--- config.mk ---
export PLATFORM = sky130hd
export DESIGN_NAME = conv1d_engine_flat
export DESIGN_NICKNAME = d
export VERILOG_FILES = /design/src/rtl/conv1d_engine_pkg.sv /design/src/rtl/conv1d_engine_if.sv /design/src/rtl/conv1d_engine_mac.sv /design/src/rtl/conv1d_engine.sv /design/src/flat_wrapper.sv
export SDC_FILE = /design/constraint.sdc
export NUM_CORES = 1
export LEC_CHECK = 0
export ABC_AREA = 0
export CAP_MARGIN = 0
export CORE_MARGIN = 1.5
export CORE_UTILIZATION = 61
export DETAILED_ROUTE_END_ITERATION = 7
export GPL_ROUTABILITY_DRIVEN = 0
export PLACE_DENSITY = 0.82
export SYNTH_ARGS = -nofsm -noshare
export SYNTH_HDL_FRONTEND = slang
export SYNTH_HIERARCHICAL = 1
export SYNTH_SLANG_ARGS = --single-unit
--- constraint.sdc ---
create_clock -name clk -period 8.57 [get_ports clk]
set_input_delay 0.857 -clock clk [delete_from_list [all_inputs] [get_ports clk]]
set_output_delay 0.857 -clock clk [all_outputs]
set_load 0.005 [all_outputs]
--- src/rtl/conv1d_engine_pkg.sv ---
// rtl/conv1d_engine_pkg.sv - shared types and helpers for the 1-D convolution engine
// Purpose: FSM state encoding, accumulator width and result saturation helpers.
// Ports: none (package).
package conv_pkg;

  typedef enum logic [2:0] {
    IDLE,
    LOAD_FILT,
    LOAD_WIN,
    MAC,
    WRITE,
    SHIFT,
    DONE
  } state_t;

  // Sum of TAPS products of two data_w-bit values can never overflow this width.
  function automatic int acc_width(input int data_w, input int taps);
    return 2 * data_w + $clog2(taps);
  endfunction

  // Clamp to the all-ones data_w value, or keep only the low data_w bits.
  function automatic logic [63:0] saturate(input logic [63:0] acc, input int data_w,
                                           input bit sat);
    logic [63:0] max_v;
    max_v = (64'd1 << data_w) - 64'd1;
    if (!sat) begin
      return acc & max_v;
    end
    return (acc > max_v) ? max_v : acc;
  endfunction

endpackage

--- src/rtl/conv1d_engine_if.sv ---
// rtl/conv1d_engine_if.sv - single-port memory bus between engine and memory
// Purpose: groups the read/write memory strobes, address and data.
// Ports: mem_rd_en, mem_addr, mem_wr_en, mem_wr_data (master drives); mem_rd_data
//        (slave drives, valid the cycle after mem_rd_en).
interface conv1d_engine_if #(
  parameter int DATA_W = 8,
  parameter int ADDR_W = 8
);
  logic              mem_rd_en;
  logic [ADDR_W-1:0] mem_addr;
  logic [DATA_W-1:0] mem_rd_data;
  logic              mem_wr_en;
  logic [DATA_W-1:0] mem_wr_data;

  modport master (
    output mem_rd_en, mem_addr, mem_wr_en, mem_wr_data,
    input  mem_rd_data
  );

  modport slave (
    input  mem_rd_en, mem_addr, mem_wr_en, mem_wr_data,
    output mem_rd_data
  );
endinterface

--- src/rtl/conv1d_engine_mac.sv ---
// rtl/conv1d_engine_mac.sv - multiply-accumulate unit with saturating output stage
// Purpose: acc = clr ? a*b : acc + a*b when en; result is acc saturated or truncated.
// Ports: clk, rst (async high), clr, en, a, b (DATA_W), result (DATA_W).
module conv_mac
  import conv_pkg::*;
#(
  parameter int DATA_W = 8,
  parameter int TAPS   = 4,
  parameter int SAT    = 1
) (
  input  logic              clk,
  input  logic              rst,
  input  logic              clr,
  input  logic              en,
  input  logic [DATA_W-1:0] a,
  input  logic [DATA_W-1:0] b,
  output logic [DATA_W-1:0] result
);
  localparam int ACC_W = acc_width(DATA_W, TAPS);

  logic [ACC_W-1:0] acc_q, acc_d, prod;

  always_comb begin
    prod  = ACC_W'(a) * ACC_W'(b);
    acc_d = acc_q;
    // clr with en loads the first product so the MAC loop needs no separate clear cycle.
    if (clr) begin
      acc_d = en ? prod : '0;
    end else if (en) begin
      acc_d = acc_q + prod;
    end
  end

  always_ff @(posedge clk or posedge rst) begin
    if (rst) begin
      acc_q <= '0;
    end else begin
      acc_q <= acc_d;
    end
  end

  assign result = DATA_W'(saturate(64'(acc_q), DATA_W, SAT != 0));
endmodule

--- src/rtl/conv1d_engine.sv ---
// rtl/conv1d_engine.sv - 1-D convolution engine top: FSM, window storage, addressing
// Purpose: loads TAPS coefficients and a sliding window from memory, computes each
//          output with conv_mac and writes it back; one new sample read per output.
// Ports: clk, rst (async high), start, filt_base/in_base/out_base/in_len (ADDR_W),
//        mem (memory bus master), busy/done/err (registered status).
module conv1d_engine
  import conv_pkg::*;
#(
  parameter int DATA_W = 8,
  parameter int ADDR_W = 8,
  parameter int TAPS   = 4,
  parameter int SAT    = 1
) (
  input  logic              clk,
  input  logic              rst,
  input  logic              start,
  input  logic [ADDR_W-1:0] filt_base,
  input  logic [ADDR_W-1:0] in_base,
  input  logic [ADDR_W-1:0] out_base,
  input  logic [ADDR_W-1:0] in_len,
  conv1d_engine_if.master   mem,
  output logic              busy,
  output logic              done,
  output logic              err
);
  localparam int CNT_W = $clog2(TAPS + 1);

  state_t            state_q, state_d;
  logic [CNT_W-1:0]  cnt_q, cnt_d;
  logic [ADDR_W-1:0] j_q, j_d;
  logic [ADDR_W-1:0] filt_base_q, filt_base_d, in_base_q, in_base_d;
  logic [ADDR_W-1:0] out_base_q, out_base_d, len_q, len_d;
  logic [DATA_W-1:0] coeff_q [TAPS];
  logic [DATA_W-1:0] coeff_d [TAPS];
  logic [DATA_W-1:0] win_q [TAPS];
  logic [DATA_W-1:0] win_d [TAPS];
  logic              busy_q, busy_d, done_q, done_d, err_q, err_d;

  logic              too_short;
  logic [ADDR_W-1:0] m_total;
  logic              mac_clr, mac_en;
  logic [DATA_W-1:0] mac_a, mac_b, mac_result;

  assign too_short = in_len < ADDR_W'(TAPS);
  assign m_total   = len_q - ADDR_W'(TAPS - 1);

  conv_mac #(.DATA_W(DATA_W), .TAPS(TAPS), .SAT(SAT)) u_mac (
    .clk    (clk),
    .rst    (rst),
    .clr    (mac_clr),
    .en     (mac_en),
    .a      (mac_a),
    .b      (mac_b),
    .result (mac_result)
  );

  always_ff @(posedge clk or posedge rst) begin
    if (rst) begin
      state_q     <= IDLE;
      cnt_q       <= '0;
      j_q         <= '0;
      filt_base_q <= '0;
      in_base_q   <= '0;
      out_base_q  <= '0;
      len_q       <= '0;
      coeff_q     <= '{default: '0};
      win_q       <= '{default: '0};
      busy_q      <= 1'b0;
      done_q      <= 1'b0;
      err_q       <= 1'b0;
    end else begin
      state_q     <= state_d;
      cnt_q       <= cnt_d;
      j_q         <= j_d;
      filt_base_q <= filt_base_d;
      in_base_q   <= in_base_d;
      out_base_q  <= out_base_d;
      len_q       <= len_d;
      coeff_q     <= coeff_d;
      win_q       <= win_d;
      busy_q      <= busy_d;
      done_q      <= done_d;
      err_q       <= err_d;
    end
  end

  always_comb begin
    state_d = state_q;
    case (state_q)
      IDLE:      if (start) state_d = too_short ? DONE : LOAD_FILT;
      LOAD_FILT: if (cnt_q == CNT_W'(TAPS)) state_d = LOAD_WIN;
      LOAD_WIN:  if (cnt_q == CNT_W'(TAPS)) state_d = MAC;
      MAC:       if (cnt_q == CNT_W'(TAPS - 1)) state_d = WRITE;
      WRITE:     state_d = (j_q + ADDR_W'(1) == m_total) ? DONE : SHIFT;
      SHIFT:     if (cnt_q == CNT_W'(1)) state_d = MAC;
      DONE:      state_d = IDLE;
      default:   state_d = IDLE;
    endcase
  end

  always_comb begin
    cnt_d           = cnt_q;
    j_d             = j_q;
    filt_base_d     = filt_base_q;
    in_base_d       = in_base_q;
    out_base_d      = out_base_q;
    len_d           = len_q;
    coeff_d         = coeff_q;
    win_d           = win_q;
    mem.mem_rd_en   = 1'b0;
    mem.mem_wr_en   = 1'b0;
    mem.mem_addr    = '0;
    mem.mem_wr_data = '0;
    mac_clr         = 1'b0;
    mac_en          = 1'b0;
    mac_a           = '0;
    mac_b           = '0;
    busy_d          = state_d != IDLE;
    done_d          = state_d == DONE;
    err_d           = (state_q == IDLE) && start && too_short;

    case (state_q)
      IDLE: begin
        cnt_d = '0;
        j_d   = '0;
        if (start) begin
          filt_base_d = filt_base;
          in_base_d   = in_base;
          out_base_d  = out_base;
          len_d       = in_len;
        end
      end
      LOAD_FILT, LOAD_WIN: begin
        // Cycle c issues read c and captures the data of read c-1.
        if (cnt_q < CNT_W'(TAPS)) begin
          mem.mem_rd_en = 1'b1;
          mem.mem_addr  = ((state_q == LOAD_FILT) ? filt_base_q : in_base_q) + ADDR_W'(cnt_q);
        end
        for (int i = 0; i < TAPS; i++) begin
          if (cnt_q == CNT_W'(i + 1)) begin
            if (state_q == LOAD_FILT) coeff_d[i] = mem.mem_rd_data;
            else                      win_d[i]   = mem.mem_rd_data;
          end
        end
        cnt_d = (cnt_q == CNT_W'(TAPS)) ? '0 : cnt_q + CNT_W'(1);
      end
      MAC: begin
        mac_en  = 1'b1;
        mac_clr = cnt_q == '0;
        for (int i = 0; i < TAPS; i++) begin
          if (cnt_q == CNT_W'(i)) begin
            mac_a = win_q[i];
            mac_b = coeff_q[i];
          end
        end
        cnt_d = (cnt_q == CNT_W'(TAPS - 1)) ? '0 : cnt_q + CNT_W'(1);
      end
      WRITE: begin
        mem.mem_wr_en   = 1'b1;
        mem.mem_addr    = out_base_q + j_q;
        mem.mem_wr_data = mac_result;
        j_d             = j_q + ADDR_W'(1);
        cnt_d           = '0;
      end
      SHIFT: begin
        // j already counts the written outputs, so this fetches the newest sample.
        if (cnt_q == '0) begin
          mem.mem_rd_en = 1'b1;
          mem.mem_addr  = in_base_q + j_q + ADDR_W'(TAPS - 1);
          cnt_d         = CNT_W'(1);
        end else begin
          for (int i = 0; i < TAPS - 1; i++) win_d[i] = win_q[i + 1];
          win_d[TAPS-1] = mem.mem_rd_data;
          cnt_d         = '0;
        end
      end
      default: ;
    endcase
  end

  assign busy = busy_q;
  assign done = done_q;
  assign err  = err_q;
endmodule

--- src/flat_wrapper.sv ---
// flat-port wrapper written by rule: the top's interface ports become plain ports
module conv1d_engine_flat import conv_pkg::*;
#(
  parameter int DATA_W = 8,
  parameter int ADDR_W = 8,
  parameter int TAPS   = 4,
  parameter int SAT    = 1
)
  (clk, rst, start, filt_base, in_base, out_base, in_len, busy, done, err, mem_mem_rd_en, mem_mem_addr, mem_mem_wr_en, mem_mem_wr_data, mem_mem_rd_data);
  conv1d_engine_if #(.DATA_W(DATA_W), .ADDR_W(ADDR_W)) mem_i ();
  input  logic clk;
  input  logic rst;
  input  logic start;
  input  logic [ADDR_W-1:0] filt_base;
  input  logic [ADDR_W-1:0] in_base;
  input  logic [ADDR_W-1:0] out_base;
  input  logic [ADDR_W-1:0] in_len;
  output logic busy;
  output logic done;
  output logic err;
  output wire logic [$bits(mem_i.mem_rd_en)-1:0] mem_mem_rd_en;
  output wire logic [$bits(mem_i.mem_addr)-1:0] mem_mem_addr;
  output wire logic [$bits(mem_i.mem_wr_en)-1:0] mem_mem_wr_en;
  output wire logic [$bits(mem_i.mem_wr_data)-1:0] mem_mem_wr_data;
  input wire logic [$bits(mem_i.mem_rd_data)-1:0] mem_mem_rd_data;
  assign mem_mem_rd_en = mem_i.mem_rd_en;
  assign mem_mem_addr = mem_i.mem_addr;
  assign mem_mem_wr_en = mem_i.mem_wr_en;
  assign mem_mem_wr_data = mem_i.mem_wr_data;
  assign mem_i.mem_rd_data = mem_mem_rd_data;
  conv1d_engine #(.DATA_W(DATA_W), .ADDR_W(ADDR_W), .TAPS(TAPS), .SAT(SAT)) u_core (.clk(clk), .rst(rst), .start(start), .filt_base(filt_base), .in_base(in_base), .out_base(out_base), .in_len(in_len), .mem(mem_i), .busy(busy), .done(done), .err(err));
endmodule
**Pin placement**

Pins as bars across the die edge, other pins in gray.
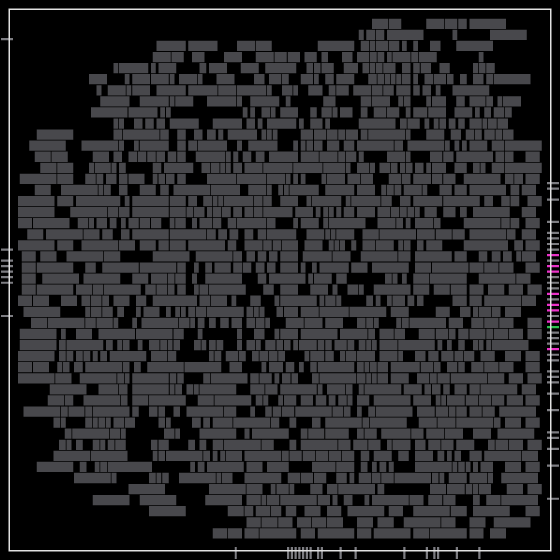
| color | port | pins | direction | edge |
|---|---|---|---|---|
| green | `mem_mem_rd_en` | 1 | output | east |
| magenta | `filt_base` | 8 | input | east |
Die H: 133 um
Die Wd: 133 um
port buffer count: 63

**Logic cells by family**

Bar = 50 um.
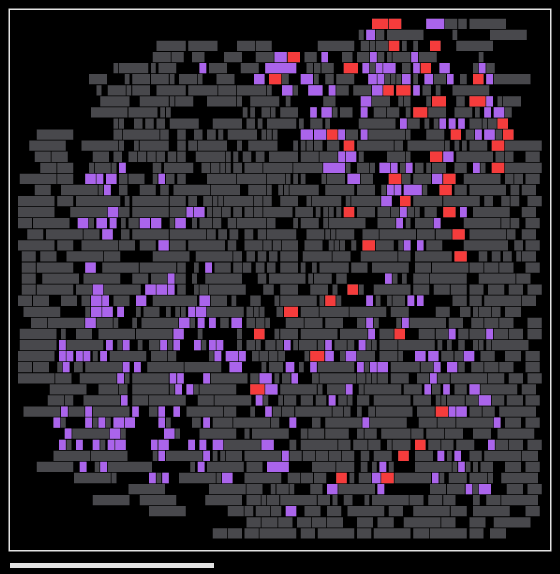
| color | family | cells | most used |
|---|---|---|---|
| purple | aoi and oai cells | 219 | a21oi_1 |
| red | non-inverting ao/oa cells | 43 | a21o_1 |
most frequent logic cell in the layout: dfrtp_1
Finished Layout Cells: 1356

==> impl_metrics.py <==
# Synthesis and PnR figures
metrics = {
    "global_routing": {
        "antenna_found_initial": 0,
        "grt_usage_pct": 28.7,
        "overflow": 0,
        "met3_usage_pct": 5.40,
        "grt_pass1_wl_mm": 40.4,
        "grt_pass1_vias": 8311,
        "globalRouteMet2Util_pct": 46.6,
    },
    "critical_path": {
        "startpoint_type": "register",
        "crit_buf_inv": 5,
        "crit_path_end": "u_core/u_mac/acc_q[14]$_DFFE_PP0P_",
        "crit_family": "adder cells",
        "cp.depth": 31,
        "crit_arrival_ns": 8.22,
        "rrSetupSlack_ns": 0.67,
        "cp_data_required_time_ns": 8.89,
        "r2r-start": "u_core/cnt_q[1]$_DFFE_PP0P_",
    },
    "timing": {
        "fmax_mhz": 127,
        "finalClockSkew_ns": 0.00695,
        "finalCritPeriodShare_pct": 92.2,
        "setup_viol": 0,
        "slew_headroom_pct": 17.1,
    },
    "yosys": {
        "ys_top_logic_family": "adder cells",
        "ff_type": "dfrtp_1",
        "mux_share_pct": 8.83,
        "top_cells_by_count": "131 x dfrtp_1, 91 x a21oi_1, 83 x ha_1",
        "most_common_cell": "dfrtp_1",
        "syn_area_um2": 10200,
        "synthesis.nets": 1241,
    },
    "route": {
        "ant_nets": 0,
        "wl_met3_mm": 1.32,
        "wl_per_cell_um": 17.7,
        "drcViolationCount": 0,
        "routedLengthMet1_mm": 10.8,
        "routed_wirelength_mm": 24.0,
        "vias": 8229,
    },
    "layout": {
        "comb_area_um2": 6510,
        "sh_seq_area_pct": 28.0,
        "diodes": 0,
        "nFlopsAndLatches": 131,
        "drive_gt1_share_pct": 14.0,
        "buffers": 73,
        "nClkBuffers": 19,
        "num-multi-input-gates": 819,
        "seq_area_um2": 3280,
    },
    "job": {
        "tool_warnings": 30,
    },
    "place": {
        "placed_area_um2": 11100,
        "dp.cells": 1324,
        "dp_hpwl_mm": 17.1,
    },
    "outcome": {
        "outcome": "complete, no violations",
    },
    "pwr": {
        "p_per_area_nw_per_um2": 322,
        "switching_share_pct": 40.2,
        "pg_comb_uw": 1860,
        "power_frac_seq_pct": 29.5,
        "comb_power_share_pct": 49.3,
        "p_int_uw": 2260,
        "power_uw": 3770,
        "power_leakage_uw": 0.00543,
        "power_switching_uw": 1510,
        "power-top-group": "combinational logic",
    },
    "clocking": {
        "cts_tree": "done",
        "insertion_delay_ns": 0.43,
        "htreeDepth": 4,
        "cts_resized": 0,
        "ctsHoldBuffers": 0,
    },
    "min_path": {
        "hp-start": "u_core/coeff_q[14]$_DFFE_PP0P_",
        "whs_endpoint": "u_core/coeff_q[14]$_DFFE_PP0P_",
    },
    "die": {
        "num_rows": 47,
        "io_pins": 64,
        "taps": 220,
    },
}
Power and IR drop assume default switching activity.
